**src/rtl/regfile_scoreboard.sv**
```systemverilog
// regfile_scoreboard: two combinational read ports, two synchronous write
// ports (E from execute, M from memory; M wins on a same-index collision) and
// a per-register pending-write counter that the hazard unit uses to stall.
// Optional read-during-write bypass is enabled by defining REGFILE_BYPASS_EN;
// without it, reads show array contents and busy uses the registered count.
module regfile_scoreboard #(
    parameter int DATA_WID = 32,
    parameter int ADDR_WID = 4,
    parameter int NUM_REGS = 15,
    parameter int RNONE    = 2**ADDR_WID - 1,
    parameter int PEND_WID = 2
) (
    input  logic                CLK,
    input  logic                RST_N,
    input  logic [ADDR_WID-1:0] srcA,
    input  logic [ADDR_WID-1:0] srcB,
    output logic [DATA_WID-1:0] valA,
    output logic [DATA_WID-1:0] valB,
    input  logic [ADDR_WID-1:0] destE,
    input  logic [DATA_WID-1:0] valE,
    input  logic [ADDR_WID-1:0] destM,
    input  logic [DATA_WID-1:0] valM,
    input  logic                resv_en,
    input  logic [ADDR_WID-1:0] resv_dest,
    output logic                busyA,
    output logic                busyB,
    output logic                resv_ovf
);

    // Counter arithmetic is done two bits wider so inc/dec never overflow.
    localparam int CW = PEND_WID + 2;
    localparam logic [PEND_WID-1:0] PEND_MAX = '1;

    logic [DATA_WID-1:0] regFile [NUM_REGS];
    logic [PEND_WID-1:0] pend    [NUM_REGS];
    logic [PEND_WID-1:0] pendNext[NUM_REGS];
    logic [CW-1:0]       decCnt  [NUM_REGS];
    logic [NUM_REGS-1:0] busyVec;
    logic                ovfHit;

    // Subtract with a floor of zero: the count never wraps below empty.
    function automatic logic [CW-1:0] satSub(input logic [CW-1:0] a, input logic [CW-1:0] b);
        satSub = (a >= b) ? (a - b) : '0;
    endfunction

    // A physical register index never aliases the "no register" index.
    function automatic logic isReg(input int r);
        isReg = (r != RNONE);
    endfunction

    // Next pending count per register, busy source, and overflow detection.
    always_comb begin
        ovfHit  = 1'b0;
        busyVec = '0;
        for (int r = 0; r < NUM_REGS; r++) begin
            logic          hitResv;
            logic [CW-1:0] incCnt;
            hitResv   = isReg(r) && resv_en && (resv_dest == ADDR_WID'(r));
            incCnt    = CW'(hitResv && (pend[r] != PEND_MAX));
            decCnt[r] = CW'(isReg(r) && (destE == ADDR_WID'(r)))
                      + CW'(isReg(r) && (destM == ADDR_WID'(r)));
            pendNext[r] = PEND_WID'(satSub(CW'(pend[r]) + incCnt, decCnt[r]));
            if (hitResv && (pend[r] == PEND_MAX)) begin
                ovfHit = 1'b1;
            end
`ifdef REGFILE_BYPASS_EN
            busyVec[r] = (satSub(CW'(pend[r]), decCnt[r]) != '0);
`else
            busyVec[r] = (pend[r] != '0);
`endif
        end
    end

    // Register array writes; M is applied after E so the newer result wins.
    always_ff @(posedge CLK or negedge RST_N) begin
        if (!RST_N) begin
            for (int r = 0; r < NUM_REGS; r++) begin
                regFile[r] <= '0;
            end
        end else begin
            for (int r = 0; r < NUM_REGS; r++) begin
                if (isReg(r) && (destE == ADDR_WID'(r))) begin
                    regFile[r] <= valE;
                end
                if (isReg(r) && (destM == ADDR_WID'(r))) begin
                    regFile[r] <= valM;
                end
            end
        end
    end

    // Pending counters and the sticky reserve-overflow flag.
    always_ff @(posedge CLK or negedge RST_N) begin
        if (!RST_N) begin
            for (int r = 0; r < NUM_REGS; r++) begin
                pend[r] <= '0;
            end
            resv_ovf <= 1'b0;
        end else begin
            for (int r = 0; r < NUM_REGS; r++) begin
                pend[r] <= pendNext[r];
            end
            if (ovfHit) begin
                resv_ovf <= 1'b1;
            end
        end
    end

`ifdef REGFILE_BYPASS_EN
    logic [ADDR_WID:0] numRegsW;
    logic              validE;
    logic              validM;
    assign numRegsW = (ADDR_WID+1)'(NUM_REGS);
    assign validE   = ({1'b0, destE} < numRegsW) && (destE != ADDR_WID'(RNONE));
    assign validM   = ({1'b0, destM} < numRegsW) && (destM != ADDR_WID'(RNONE));
`endif

    // Combinational read ports and busy flags; unused indices read as zero.
    always_comb begin
        valA  = '0;
        valB  = '0;
        busyA = 1'b0;
        busyB = 1'b0;
        for (int r = 0; r < NUM_REGS; r++) begin
            if (isReg(r) && (srcA == ADDR_WID'(r))) begin
                valA  = regFile[r];
                busyA = busyVec[r];
            end
            if (isReg(r) && (srcB == ADDR_WID'(r))) begin
                valB  = regFile[r];
                busyB = busyVec[r];
            end
        end
`ifdef REGFILE_BYPASS_EN
        if (validE && (destE == srcA)) valA = valE;
        if (validM && (destM == srcA)) valA = valM;
        if (validE && (destE == srcB)) valB = valE;
        if (validM && (destM == srcB)) valB = valM;
`endif
    end

endmodule

```
**config.mk**
```make
export PLATFORM = sky130hd
export DESIGN_NAME = regfile_scoreboard
export DESIGN_NICKNAME = d
export VERILOG_FILES = /design/src/rtl/regfile_scoreboard.sv
export SDC_FILE = /design/constraint.sdc
export NUM_CORES = 2
export LEC_CHECK = 0
export ABC_AREA = 1
export ABC_CLOCK_PERIOD_IN_PS = 1900
export CORE_MARGIN = 5
export CORE_UTILIZATION = 39
export CTS_BUF_LIST = sky130_fd_sc_hd__clkbuf_16
export DETAILED_ROUTE_END_ITERATION = 10
export GPL_TIMING_DRIVEN = 0
export HOLD_SLACK_MARGIN = 0.05
export PLACE_DENSITY = 0.66
export SLEW_MARGIN = 20
export SYNTH_ARGS = -nofsm -noshare
export SYNTH_HDL_FRONTEND = slang
export SYNTH_SLANG_ARGS = --single-unit
```
**constraint.sdc**
```tcl
create_clock -name CLK -period 1.9 [get_ports CLK]
set_clock_uncertainty 0.1 [all_clocks]
set_input_delay 0.19 -clock CLK [delete_from_list [all_inputs] [get_ports CLK]]
set_output_delay 0.19 -clock CLK [all_outputs]
set_load 0.05 [all_outputs]
```
==> Slide: Implementation Results <==
Key Metrics from the Run

Final timing
  • Final hold violations: 35
  • Tcrit/Tclk final: 142.8%
  • Setup WS post-layout: -0.8133 ns
  • Clock period minus worst slack: 2.713 ns
  • Worst-case hold slack: -0.04488 ns
  • RSZ-0062 raised after global routing: true
  • Setup TNS: -44.98 ns
  • Worst Tran Pin Value: 1.224 ns
  • Setup violations, final: 68
  • Max-slew violations: 0
  • Max transition margin: 18.38%

Floorplanning
  • I/O pin count: 154
  • Number of core rows: 106
  • Init Core Util: 39.23%
  • Die width: 299.7 um
  • Core area: 83420 um^2
  • Die Ht: 299.7 um

Placed design
  • RD Place Congestion: 1.028
  • Placed Cells: 6114
  • Count of input and output buffers: 136
  • Pre-CTS setup slack: -2.560 ns

Yosys
  • Basic Gates by Area: 31.82%
  • Adder Area Share: 3.785%
  • MUX area fraction: 0%
  • Top non-seq family: simple AND/OR/NAND/NOR gates
  • Yosys reg bits: 511
  • Synthesized instance count: 4892
  • Post-synth seq share: 39.08%
  • Cell count in the Yosys report: 4892
  • Syn Area/Cell: 6.689 um^2
  • Top-count cell post-synth: nand2_1
  • Area figure in the yosys stat output: 32720 um^2
  • Count of cell types in the netlist: 28
  • Mapped Area: 32720 um^2
  • Post-synth EDFFs: 0
  • Largest cells by area: dfrtp_1, nand2_1, nor2_1, a21oi_1, a31oi_1
  • YS warnings: 0
  • Top-area cell share: 39.08%
  • Yosys aoi share: 15.90%
  • Async SR Flop Fraction: 100.0%
  • Synth top cells by count: nand2_1, nor2_1, dfrtp_1

Worst setup path
  • Crit-path slowest cell: dfrtp_1
  • CP Capture Point: valB[20]
  • Critical Path RT: 1.61 ns
  • Worst path cell trace: nand3_1 > nand2_1 > nor2_1 > nand4_1 > nand2_1 > nand3_2 > nand2_2 > nand4_1 > nand2_1 > nand2_1 > buf_6
  • Crit-path max FO: 3
  • Reg2reg end: pend[25]
  • Setup Crit Path Kind: flop to output pin
  • Top Family by Delay on Critical Path: simple AND/OR/NAND/NOR gates
  • FF-to-FF Start: pend[25]
  • Worst Path Arrival: 2.42 ns
  • R2r setup slk: -0.25 ns
  • Levels on crit path: 11
  • Crit. End Element: output pin
  • CP peak stage delay: 0.44 ns
  • Most common cell on crit path: nand2_1

Routing
  • ANT nets after route: 0
  • Vias/cell: 6.173
  • Final WL: 174600 um
  • Via Count: 38949
  • DR WL/cell: 27.67 um
  • Drt pass-1 iters: 6
  • DRT iter0 DRCs: 5847

Run
  • Stage-log warning count: 61
  • MaxCap Viol Count: 0

Clocking
  • Clk buf depth: 3
  • Post-CTS Setup Repair Bufs: 53
  • CTS Root Cell: clkbuf_16
  • CTS tree: done
  • Total CTS buffers: 61
  • CTS Hold Bufs: 7
  • Clk slew on worst S/H paths: 0.06 ns
  • Cts repair resizes: 1081
  • Clock sinks: 511

Pwr
  • VDD IR max: 0.8584 mV
  • Final Total Pwr: 40.32 mW

GRT
  • Total gr overflow: 0
  • Total GRT Usage: 36.87%
  • Vias in the first global route: 36072
  • Largest net degree at the start of global routing: 90

Final layout
  • Commonest Layout Cell: nand2_1
  • Top reg by flops: regFile
  • Top flop regs: regFile x480, pend x30, resv_ovf x1
  • Nets: 5353
  • Final Non-Filler Cells: 6310
  • Area growth, synth to finish: 26.38%
  • Share of layout cells above drive strength 1: 18.53%

Min path
  • Worst min-delay path class: input pin to async pin

Status
  • Failing checks: negative hold slack, negative setup slack
  • Status: finished, violations left
report_power, final:
group          switching [mW]  leakage (nW)  internal (mW)  total, mW
Clock                    5.35          1.04           7.28       12.6
Sequential               2.07          5.64           13.3       15.4
Combinational            7.99          12.0           4.28       12.3
Total                    15.4          18.7           24.9       40.3
metal layers:
metal / GRT usage (%) / share of wire, %
met5: 0 / 0
met4: 20.29 / 7.0
met3: 10.55 / 13
met2: 54.77 / 42
met1: 48.52 / 37
area by class of cell:
type / instances / area [um^2]
clock buffers: 63 / 1577
diodes: 2 / 5.005
flip-flops and latches: 511 / 12800
inverters: 402 / 1555
repair buffers: 230 / 2376
fillers: 8446 / 42070
clock inverters: 52 / 473.0
multi-input cells: 3612 / 19040
well taps: 1080 / 1351
plain buffers: 358 / 2187
drive_strength.png
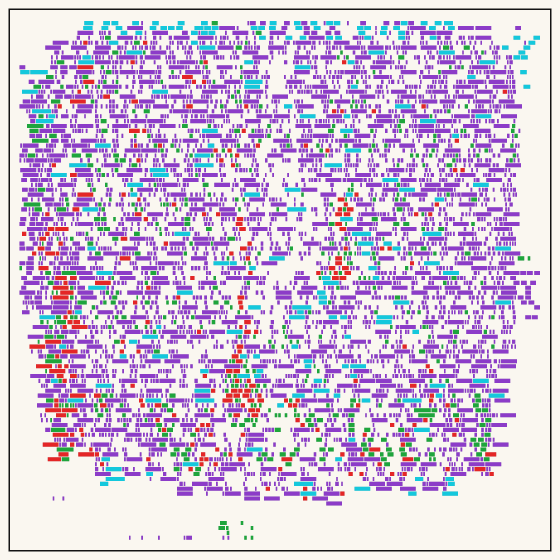
| size | color | cells | share | most used |
|---|---|---|---|---|
| drive 2 | green | 508 | 9.7% | nand3_2 |
| drive 3 to 4 | red | 251 | 4.8% | buf_4 |
| drive 6 and up | cyan | 210 | 4.0% | buf_6 |
| drive 1 or less | purple | 4259 | 81% | nand2_1 |

metal_stack.png
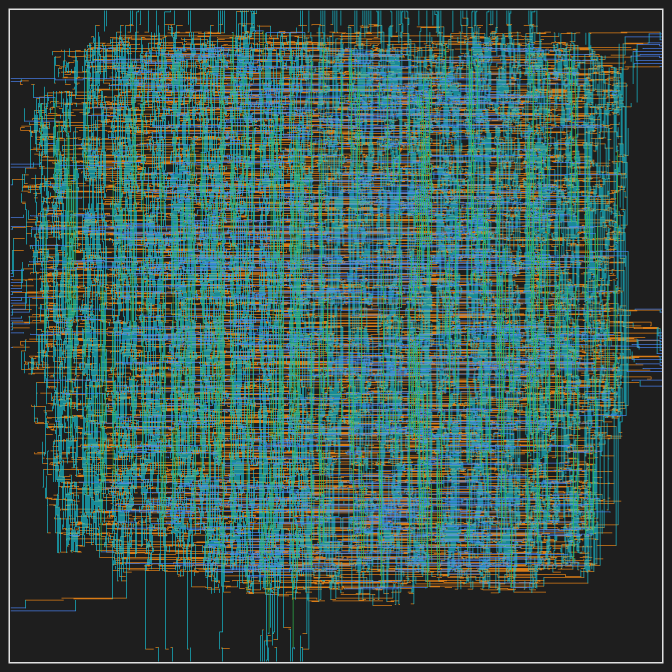
| layer | color | wire length |
|---|---|---|
| met2 | cyan | 73.9 mm |
| met3 | blue | 23.5 mm |
| met4 | green | 12300 um |
| met1 | orange | 64.9 mm |

Power is estimated from default activity; no workload was simulated.
